[src/rtl/sin_acq_ctrl.sv]
// sin_acq_ctrl - acquisition sequencer for the sine test-signal generator and ADC.
//   Runs IDLE -> ARM -> RUN -> DRAIN -> FIN. In RUN it drives the generator's
//   sample_clk strobe, counts generator periods and turns each start_conv rise into
//   an adc_req/adc_ack handshake. A run ends after n_periods periods or on stop.
// Optional feature: define ADC_TIMEOUT_EN to drop an unacknowledged request after
//   TO_CYC cycles and flag it in err[1]. Without it err[1] is always 0.
module sin_acq_ctrl #(
    parameter int DIV_W  = 16,
    parameter int PER_W  = 8,
    parameter int CNT_W  = 16,
    parameter int TO_CYC = 255
) (
    input  logic             clk,
    input  logic             rst,
    input  logic             start,
    input  logic             stop,
    input  logic [DIV_W-1:0] div,
    input  logic [PER_W-1:0] n_periods,
    output logic             gen_rst,
    output logic             gen_en,
    output logic             sample_clk,
    input  logic             new_period,
    input  logic             start_conv,
    input  logic             phaze,
    output logic             adc_req,
    input  logic             adc_ack,
    output logic             adc_phaze,
    output logic             busy,
    output logic             done,
    output logic [CNT_W-1:0] conv_cnt,
    output logic [1:0]       err
);

    typedef enum logic [2:0] {
        IDLE  = 3'd0,
        ARM   = 3'd1,
        RUN   = 3'd2,
        DRAIN = 3'd3,
        FIN   = 3'd4
    } state_t;

    state_t           state;
    logic [DIV_W-1:0] div_lat;     // divider setting frozen for the whole run
    logic [DIV_W-1:0] div_cnt;
    logic [PER_W-1:0] n_lat;       // period target frozen for the whole run
    logic [PER_W-1:0] per_cnt;
    logic             arm_cnt;     // ARM lasts exactly two cycles
    logic             first_seen;  // first new_period rise after ARM has occurred
    logic             np_prev;
    logic             sc_prev;

    logic             np_rise;
    logic             sc_rise;
    logic             term_edge;
    logic             conv_rise;
    logic             to_hit;
    logic             err_ovr;
    logic             err_to;

    assign np_rise = new_period & ~np_prev;
    assign sc_rise = start_conv & ~sc_prev;

    // The first period rise only marks the start of the first period; the run ends on
    // the rise that completes period n_lat. n_lat == 0 means run until stop.
    assign term_edge = (state == RUN) && np_rise && first_seen && (n_lat != '0) &&
                       ((per_cnt + PER_W'(1)) == n_lat);

    // A conversion request coincident with the terminating period edge belongs to a
    // period that will never be sampled, so it is ignored.
    assign conv_rise = (state == RUN) && sc_rise && !term_edge;

    assign err = {err_to, err_ovr};

`ifdef ADC_TIMEOUT_EN
    localparam int TO_W = $clog2(TO_CYC + 1);

    logic [TO_W-1:0] to_cnt;

    // A request that has been held TO_CYC cycles without ack is given up this edge.
    assign to_hit = adc_req && !adc_ack && (to_cnt == TO_W'(TO_CYC - 1));
`else
    assign to_hit = 1'b0;
    assign err_to = 1'b0;
`endif

    // Sequencer FSM: state, generator controls, sample_clk divider and period counting.
    // NOTE: every register in a clocked block uses <= so all updates see pre-edge values.
    always_ff @(posedge clk or negedge rst) begin
        if (!rst) begin
            state      <= IDLE;
            gen_rst    <= 1'b0;
            gen_en     <= 1'b0;
            sample_clk <= 1'b0;
            busy       <= 1'b0;
            done       <= 1'b0;
            div_lat    <= '0;
            div_cnt    <= '0;
            n_lat      <= '0;
            per_cnt    <= '0;
            arm_cnt    <= 1'b0;
            first_seen <= 1'b0;
            np_prev    <= 1'b0;
            sc_prev    <= 1'b0;
        end else begin
            done <= 1'b0;
            case (state)
                IDLE: begin
                    if (start) begin
                        div_lat <= div;
                        n_lat   <= n_periods;
                        arm_cnt <= 1'b0;
                        gen_rst <= 1'b1;
                        busy    <= 1'b1;
                        state   <= ARM;
                    end
                end

                ARM: begin
                    // Generator is released from reset and settles at count 0 here;
                    // everything that tracks it restarts from a clean slate.
                    np_prev    <= 1'b0;
                    sc_prev    <= 1'b0;
                    div_cnt    <= '0;
                    per_cnt    <= '0;
                    first_seen <= 1'b0;
                    sample_clk <= 1'b0;
                    if (arm_cnt) begin
                        gen_en <= 1'b1;
                        state  <= RUN;
                    end else begin
                        arm_cnt <= 1'b1;
                    end
                end

                RUN: begin
                    np_prev <= new_period;
                    sc_prev <= start_conv;

                    // Half-period divider: toggle the strobe every div_lat+1 cycles.
                    if (div_cnt == div_lat) begin
                        div_cnt    <= '0;
                        sample_clk <= ~sample_clk;
                    end else begin
                        div_cnt <= div_cnt + DIV_W'(1);
                    end

                    if (np_rise) begin
                        if (!first_seen) begin
                            first_seen <= 1'b1;
                        end else begin
                            per_cnt <= per_cnt + PER_W'(1);
                        end
                    end

                    // stop and the terminal edge may coincide; either way one exit.
                    if (stop || term_edge) begin
                        gen_en     <= 1'b0;
                        sample_clk <= 1'b0;
                        state      <= DRAIN;
                    end
                end

                DRAIN: begin
                    // Generator is frozen; wait for the outstanding request to finish.
                    if (!adc_req) begin
                        done  <= 1'b1;
                        state <= FIN;
                    end
                end

                FIN: begin
                    gen_rst <= 1'b0;
                    busy    <= 1'b0;
                    state   <= IDLE;
                end

                default: begin
                    gen_rst    <= 1'b0;
                    gen_en     <= 1'b0;
                    sample_clk <= 1'b0;
                    busy       <= 1'b0;
                    state      <= IDLE;
                end
            endcase
        end
    end

    // Conversion channel: issue a request per start_conv rise, retire it on ack,
    // count completions and keep sticky error flags for the run.
    always_ff @(posedge clk or negedge rst) begin
        if (!rst) begin
            adc_req   <= 1'b0;
            adc_phaze <= 1'b0;
            conv_cnt  <= '0;
            err_ovr   <= 1'b0;
`ifdef ADC_TIMEOUT_EN
            to_cnt    <= '0;
            err_to    <= 1'b0;
`endif
        end else if (state == IDLE) begin
            if (start) begin
                conv_cnt <= '0;
                err_ovr  <= 1'b0;
`ifdef ADC_TIMEOUT_EN
                err_to   <= 1'b0;
`endif
            end
        end else begin
            if (adc_req && adc_ack) begin
                adc_req <= 1'b0;
                if (conv_cnt != '1) begin
                    conv_cnt <= conv_cnt + CNT_W'(1);
                end
`ifdef ADC_TIMEOUT_EN
            end else if (to_hit) begin
                adc_req <= 1'b0;
                err_to  <= 1'b1;
            end else if (adc_req) begin
                to_cnt <= to_cnt + TO_W'(1);
`endif
            end

            // A request retiring on this same edge frees the channel for the new one;
            // otherwise the new rise is an overrun and the pending request keeps going.
            if (conv_rise) begin
                if (adc_req && !adc_ack && !to_hit) begin
                    err_ovr <= 1'b1;
                end else begin
                    adc_req   <= 1'b1;
                    adc_phaze <= phaze;
`ifdef ADC_TIMEOUT_EN
                    to_cnt    <= '0;
`endif
                end
            end
        end
    end

endmodule
[config.mk]
export PLATFORM = sky130hd
export DESIGN_NAME = sin_acq_ctrl
export DESIGN_NICKNAME = d
export VERILOG_FILES = /design/src/rtl/sin_acq_ctrl.sv
export SDC_FILE = /design/constraint.sdc
export NUM_CORES = 1
export LEC_CHECK = 0
export ABC_AREA = 1
export CAP_MARGIN = 20
export CORE_MARGIN = 4
export CORE_UTILIZATION = 55
export DETAILED_ROUTE_END_ITERATION = 12
export GPL_ROUTABILITY_DRIVEN = 1
export PLACE_DENSITY = 0.92
export SLEW_MARGIN = 25
export SYNTH_ARGS = -nofsm -noshare
export SYNTH_HDL_FRONTEND = slang
export SYNTH_SLANG_ARGS = --single-unit
[constraint.sdc]
create_clock -name clk -period 2.1 [get_ports clk]
set_clock_uncertainty 0.1 [all_clocks]
set_input_delay 0.21 -clock clk [delete_from_list [all_inputs] [get_ports clk]]
set_output_delay 0.21 -clock clk [all_outputs]
set_load 0.01 [all_outputs]
Run 1, cell placement:
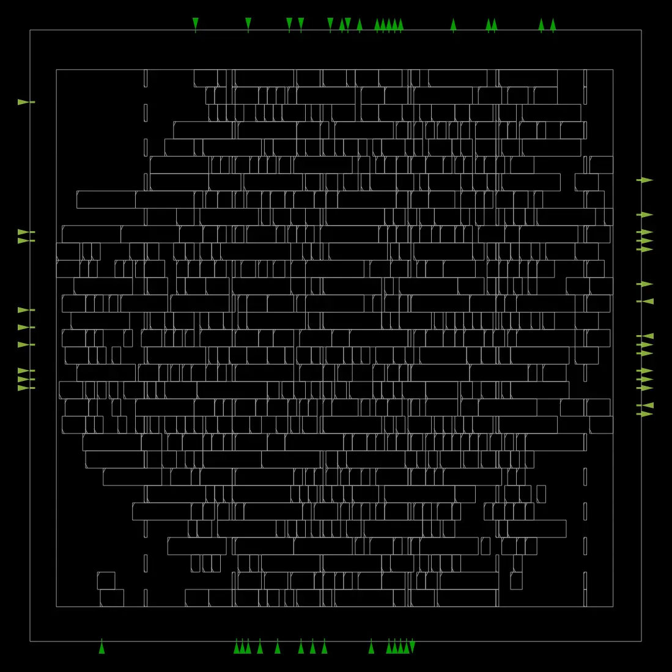
Finished Layout Cells: 724
Tapcells: 99
Filler cells: 521
Site Rows: 31

Run 1, gate families picked out:
Scale bar: 20 um.
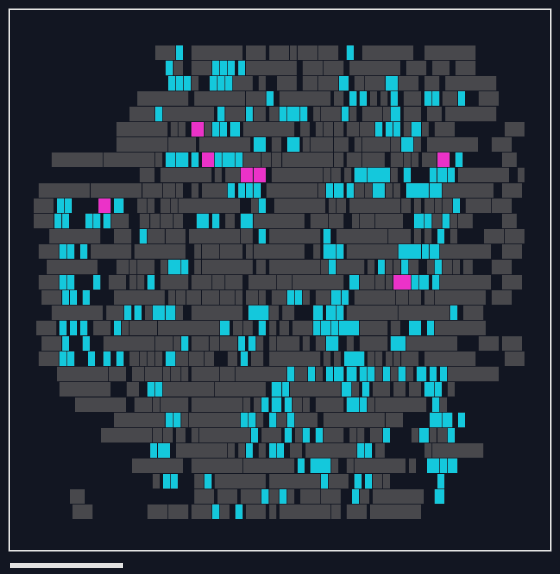
nand cells -> cyan  # cells 215, where spread over the die
and/or cells -> magenta  # cells 7
highest-count logic cell in the final layout: nand2_1
Comb area share: 37.57%

Run 1, wires at chosen ports, followed through buffers:
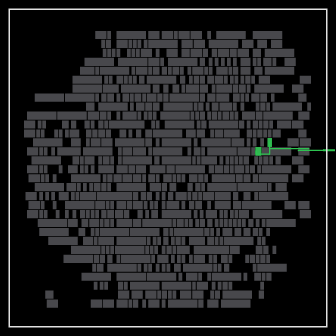
adc_ack -> green  # direction input, edge right, end cells 2, buffers 1, wire 28.4 um

Run 1, placement density heat map:
The die is cut into 10 by 10 equal tiles; black is low, pale yellow is high, 0 to 100% covered.
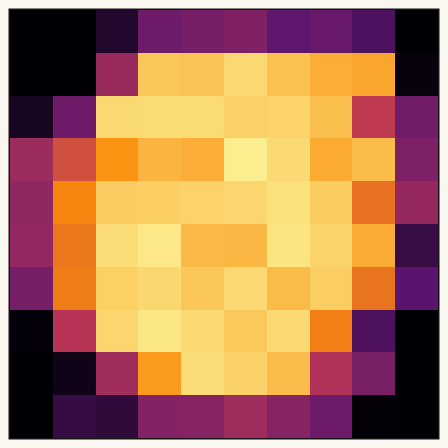
densest ninth of the die = middle
fullest tile = 96%
nearly empty tiles = 12%
Layout Utilization: 72.31%
initial core utilization: 57.78%

==> impl_metrics.toml, run 1 <==
# flow metrics
[cts]
cts_root_buffer = "clkbuf_8"
post_cts_resized = 1

[cells_and_area]
register_area_sq_um = 1952
layout.nets = 656
comb_cells = 382

[logic_synthesis]
ys_types = 42
ys_ff = 78
yosys.area.top_type_share_pct = 45.84
synth_cells = 546
top_cells_by_count = "nand2_1 (156), dfrtp_1 (78), inv_1 (64), nor2_1 (39), nand3_1 (31)"

[grt]
antenna_found_initial = 0

[drt]
wl_um = 10940

[pwr]
pg_seq_mw = 2.24
leakage_nw = 2.422

[worst_setup_path]
slowest_stage = "dfrtp_1"
start_kind = "flop"

[place]
place.port_buffers = 55
dpl.hpwl_um = 7538
dp_cells = 700

[status]
outcome = "complete, no violations"

[timing]
finalSetupViolCount = 0
[run 1: cells in the final DEF, fill, tap and decap left out, types with 4 or more instances in the layout]
master	netlist	layout
nand2_1	156	156
dfrtp_1	78	78
inv_1	64	64
clkdlybuf4s50_1	0	54
nor2_1	39	37
nand3_1	31	30
o21ai_0	28	27
buf_4	3	19
nand4_1	17	17
a21oi_1	16	15
clkbuf_8	0	12
o22ai_1	11	11
xor2_1	10	10
xnor2_1	10	10
inv_2	9	9
nor3_1	9	8
nor2_4	5	6
nor2_2	4	5
nor3_2	4	5
or2_2	5	5
o21ai_1	5	5
nand2_2	4	4
nand3_2	3	4
[run 1: path summary, 6_finish.rpt]
| check | to |
|---|---|
| min in group clk | div_lat[12] |
| worst min-delay path | np_prev |
| worst min register to register | adc_phaze |
| worst max register to register | div_cnt[5] |
| worst max-delay path | div_cnt[5] |
| max in group asynchronous | sc_prev |
[run 1: worst register-to-register path, stage by stage (launching register included)]
cell and delay, ns:
dfrtp_1 0.47, nor3_1 0.34, inv_1 0.14, nand2_2 0.15, inv_2 0.12, nor2_4 0.10
nand2_1 0.12, nor2_2 0.13, a21oi_1 0.09, nor3_2 0.16
[run 1: cells by family (layout without fill, tap and decap cells)]
kind of cell | count (synthesis) | in the layout | synth area share, %
buffers and inverters | 86 | 165 | 8.139
XOR/XNOR | 20 | 20 | 4.114
other | 1 | 1 | 0.08807
AND-OR/OR-AND | 69 | 69 | 9.021
flip-flops | 78 | 78 | 45.84
AND/OR/NAND/NOR | 289 | 289 | 31.91
adder cells (fa/ha/maj) | 3 | 3 | 0.8817
[run 1: metal layers]
metal,vias to the layer above,part of all wire [%],track usage (%)
li1,1904,-,-
met1,1888,40,30.26
met2,164,52,43.13
met3,25,6.3,3.206
met4,0,2.0,8.886
met5,-,0,0
--- run 2 (diff from run 1) ---
--- a/config.mk
+++ b/config.mk
@@ -8,11 +8,11 @@
 export ABC_AREA = 1
 export CAP_MARGIN = 20
 export CORE_MARGIN = 4
-export CORE_UTILIZATION = 55
+export CORE_UTILIZATION = 50
 export DETAILED_ROUTE_END_ITERATION = 12
 export GPL_ROUTABILITY_DRIVEN = 1
-export PLACE_DENSITY = 0.92
-export SLEW_MARGIN = 25
+export PLACE_DENSITY = 0.83
+export SLEW_MARGIN = 20
 export SYNTH_ARGS = -nofsm -noshare
 export SYNTH_HDL_FRONTEND = slang
 export SYNTH_SLANG_ARGS = --single-unit
==> constraint.sdc (replaced) <==
create_clock -name clk -period 1.8 [get_ports clk]
set_clock_uncertainty 0.1 [all_clocks]
set_input_delay 0.18 -clock clk [delete_from_list [all_inputs] [get_ports clk]]
set_output_delay 0.18 -clock clk [all_outputs]
set_load 0.01 [all_outputs]
==> run 2 against run 1 <==
  * The run now ends with setup timing left
  * Combinational power rose by 51%
  * Register-to-register slack got worse by 0.29 ns
  * Clock power decreased by 6%
  * Cell count increased by 8.8%
  * Synthesized area unchanged
  * Sequential power rose by 17%
  * Critical path depth increased by 5
  * Sequential share of layout area down 3.8 points
  * Die size rose by 9.1%
  * Non-clock buffer count grew 57
  * Via count up 7.0%
  * Worst hold slack lost 0.17 ns
==> impl_metrics.toml, run 2 <==
# flow metrics
[cells_and_area]
lay_top_cells = "nand2_1 (145), dfrtp_1 (78), buf_4 (68)"
instances_no_fill = 788
syn_to_final_growth_pct = 39.85
layout.nets = 713

[timing]
finalSetupViolCount = 17
fin_ws_ns = -0.1841
final_max_slew_viol_count = 0

[worst_setup_path]
worstPathMaxFanout = 3
start_kind = "flop"
reg2reg_from = "per_cnt[0]"
slowest_stage = "dfrtp_1"
r2r_end = "err_ovr"
path_delay_family = "simple AND/OR/NAND/NOR gates"

[place]
dpl.hpwl_um = 7626
place.port_buffers = 55
dp_cells = 739
pre_cts_ws_ns = -0.1447

[logic_synthesis]
yosys.area.top_type_share_pct = 45.84
ys_types = 42
top_cells_by_count = "nand2_1 (156), dfrtp_1 (78), inv_1 (64), nor2_1 (39), nand3_1 (31)"
synth_cells = 546
top_area_cell = "dfrtp_1"

[status]
violations = "setup timing"
outcome = "finished with violations"

[die]
die_w_um = 100.3
die_h_um = 100.3
placementRows = 33

[grt]
use_met2_pct = 39.86
met1_usage_pct = 25.92
antenna_found_initial = 0
gr-max-usage-layer = "met2"

[cts]
cts_root_buffer = "clkbuf_8"
post_cts_resized = 20

[pwr]
power_frac_seq_pct = 33.4
leakage_nw = 2.796
pg_seq_mw = 2.62

[drt]
dr.pass1.iters = 5
-- run 2: cell types whose count changed in the layout (fill, tap and decap cells not counted), sizes merged --
cell / before / now
buf: 20 / 77
bufinv: 3 / 1
clkbuf: 12 / 11
clkdlybuf4s50: 54 / 53
clkinv: 2 / 3
clkinvlp: 0 / 2
dlymetal6s2s: 0 / 1
inv: 73 / 74
-- run 2: cells by family (layout without fill, tap and decap cells) --
kind of cell / Yosys count / after routing / share of synthesized area (%)
and+or+nand+nor: 289 / 289 / 31.91
DFF: 78 / 78 / 45.84
buffers and inverters: 86 / 223 / 8.139
adders and majority gates: 3 / 3 / 0.8817
AOI/OAI and AO/OA: 69 / 69 / 9.021
xor gates and xnor gates: 20 / 20 / 4.114
other: 1 / 1 / 0.08807
-- run 2: worst max path at each step --
stage | startpoint | end | slack, ns | cells after the start
final | per_cnt[0] | err_ovr | -0.18 | 14
after floorplan | per_cnt[0] | gen_en | 0.04 | 14
after global routing | per_cnt[0] | err_ovr | -0.37 | 15
after global placement | per_cnt[0] | err_ovr | -0.05 | 14
after detailed placement | per_cnt[0] | state[0] | -0.14 | 14
after CTS | per_cnt[0] | gen_en | -0.13 | 15
-- run 2: final cells by class --
class | count | area [sq um]
sequential | 78 | 1952
fill | 563 | 2303
inverter | 75 | 285.3
clock buffer | 11 | 141.4
timing repair buffer | 132 | 1182
multi-input combinational | 382 | 2203
tap | 105 | 131.4
clock inverter | 5 | 58.81
-- run 2: metal layers --
| layer | wire (um) | vias to the layer above |
|---|---|---|
| met5 | 0 | - |
| met4 | 414 | 0 |
| met3 | 807 | 45 |
| met2 | 6409 | 183 |
| met1 | 4585 | 2012 |
| li1 | - | 2020 |
Run 2, the metal 3 layer:
Scale bar: 20 um.
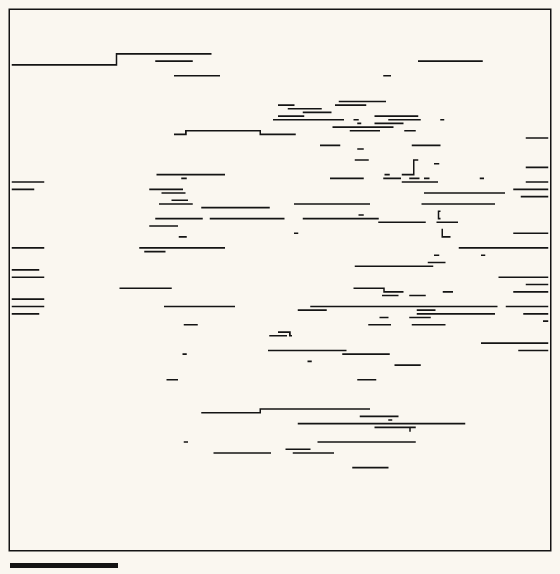
nets with wire on the layer = 91
share of all routed wire = 6.6%
longest straight run = 34.5 um
GRT met3 Usage: 4.031%
DR vias: 4260
routed wire length: 12220 um

Run 2, cell placement:
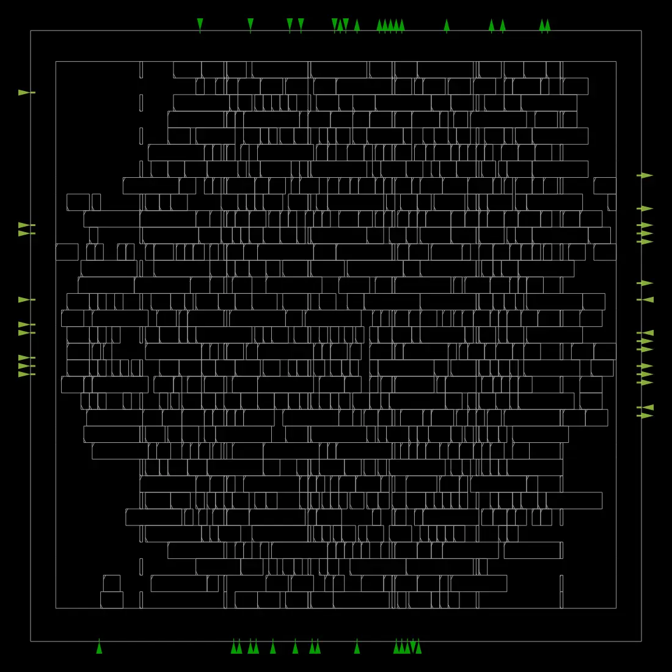
flop share of the area: 32.78%
Layout Utilization: 72.11%

--- run 3 (diff from run 2) ---
--- a/config.mk
+++ b/config.mk
@@ -6,12 +6,14 @@
 export NUM_CORES = 1
 export LEC_CHECK = 0
 export ABC_AREA = 1
+export ABC_CLOCK_PERIOD_IN_PS = 1800
 export CAP_MARGIN = 20
 export CORE_MARGIN = 4
-export CORE_UTILIZATION = 50
+export CORE_UTILIZATION = 52
+export CTS_BUF_LIST = sky130_fd_sc_hd__clkbuf_2 sky130_fd_sc_hd__clkbuf_4 sky130_fd_sc_hd__clkbuf_8
 export DETAILED_ROUTE_END_ITERATION = 12
 export GPL_ROUTABILITY_DRIVEN = 1
-export PLACE_DENSITY = 0.83
+export PLACE_DENSITY = 0.86
 export SLEW_MARGIN = 20
 export SYNTH_ARGS = -nofsm -noshare
 export SYNTH_HDL_FRONTEND = slang
==> run 3 against run 2 <==
  * Sequential cell count stayed put
  * Synthesized cell count unchanged
  * Core utilization rose by 3.5 points
  * Largest power group unchanged
  * Clock-buffer cell count grew 1
  * Via count is 4.4% higher
  * Combinational power is 1% higher
  * Cell area shrank 0.40%
  * The run still ends with setup timing left
  * Clock power increased by about 10%
  * Setup slack got worse by 0.15 ns
  * Power grew 2.9%
  * Critical path depth unchanged
==> impl_metrics.toml, run 3 <==
# flow metrics
[status]
outcome = "finished with violations"
violations = "setup timing"

[worst_setup_path]
path_delay_family = "simple AND/OR/NAND/NOR gates"
r2r_end = "gen_en"
reg2reg_from = "per_cnt[1]"
start_kind = "flop"
crit_start = "per_cnt[1]"

[logic_synthesis]
synth.logic.top_family = "simple AND/OR/NAND/NOR gates"
ys_sh_xor_pct = 4.114
top_cells_by_count = "nand2_1 (156), dfrtp_1 (78), inv_1 (64), nor2_1 (39), nand3_1 (31)"
ys_sh_aoi_pct = 9.021

[die]
die_h_um = 98.49
die_w_um = 98.49

[place]
dpl.hpwl_um = 7478
pre_cts_ws_ns = -0.2046

[cells_and_area]
syn_to_final_growth_pct = 39.29
layout.nets = 710

[timing]
finalSetupViolCount = 27
fin_ws_ns = -0.3311

[drt]
via_count = 4446
## run 3: worst min-delay path by stage
stage,end,cells after the start,slack (ns)
floorplan,adc_phaze,0,-0.22
global placement,div_cnt[11],2,0.13
detailed placement,div_cnt[13],2,0.13
CTS,div_lat[7],3,0.25
global route,div_lat[7],3,0.25
finish,div_lat[7],3,0.25
## run 3: layer usage
metal / wire length, um / global-route usage (%) / vias up
met5: 0 / 0 / -
met4: 685 / 10.61 / 0
met3: 949 / 6.299 / 73
met2: 6711 / 41.13 / 247
met1: 4806 / 26.03 / 2104
li1: - / - / 2022
## run 3: kinds of logic after synthesis
family	after synthesis
and+or+nand+nor	289
adders and majority gates	3
DFF	78
other	1
AOI/OAI and AO/OA	69
buffers and inverters	86
xor gates and xnor gates	20
## run 3: area by class of cell
class / instances / area [sq um]
clock inverters: 3 / 67.56
multi-input cells: 382 / 2188
clock buffers: 12 / 158.9
repair buffers: 129 / 1142
inverters: 75 / 290.3
well taps: 102 / 127.6
flip-flops and latches: 78 / 1956
fillers: 513 / 1917
## run 3: per-stage QoR
step / setup TNS (ns) / std cells / hold slack, ns
2_1_floorplan: 0 / 546 / -0.2156
3_3_place_gp: -0.1462 / 735 / 0.1342
3_5_place_dp: -1.319 / 735 / 0.1343
4_1_cts: -0.8194 / 763 / 0.2463
5_1_grt: -5.856 / 781 / 0.2453
6_report: -2.619 / 781 / 0.2452
## run 3: power by group
group	total, mW	internal [mW]	switching (mW)
Sequential	2.64	2.23	0.406
Combinational	3.92	1.72	2.19
Clock	1.51	0.865	0.647
## run 3: repair_timing
action	CTS	global route
endpoints found under the setup margin	25	35
hold buffers	1	0
hold endpoints to repair	78	0
gates cloned	0	0
buffers inserted	12	18
pin swaps	15	29
gates resized	29	55
Run 3, wires at chosen ports, followed through buffers:
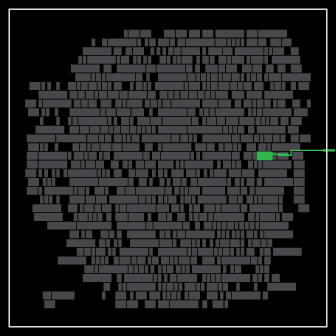
adc_ack -> green  # direction input, edge right, end cells 2, buffers 1, wire 23.4 um
IO Count: 57
I/O Buffers: 55

Run 3, cell placement:
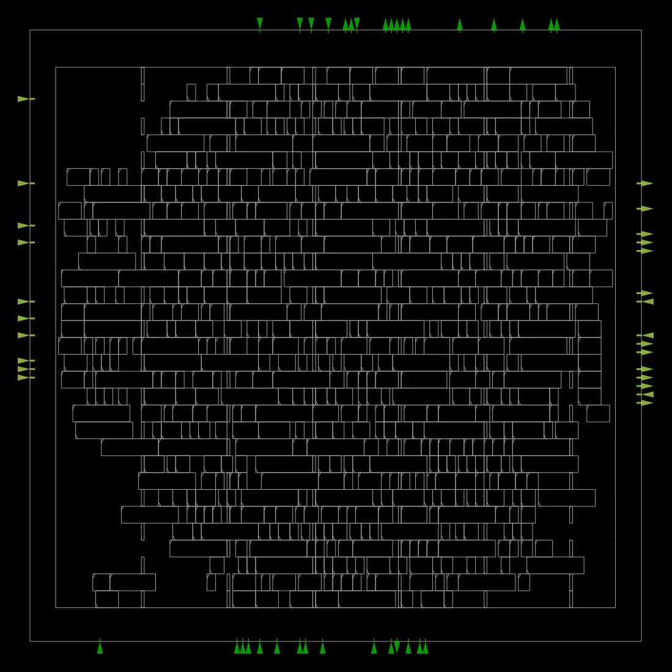
Layout Utilization: 75.57%
sequential cells: 78

Power and IR drop assume default switching activity.
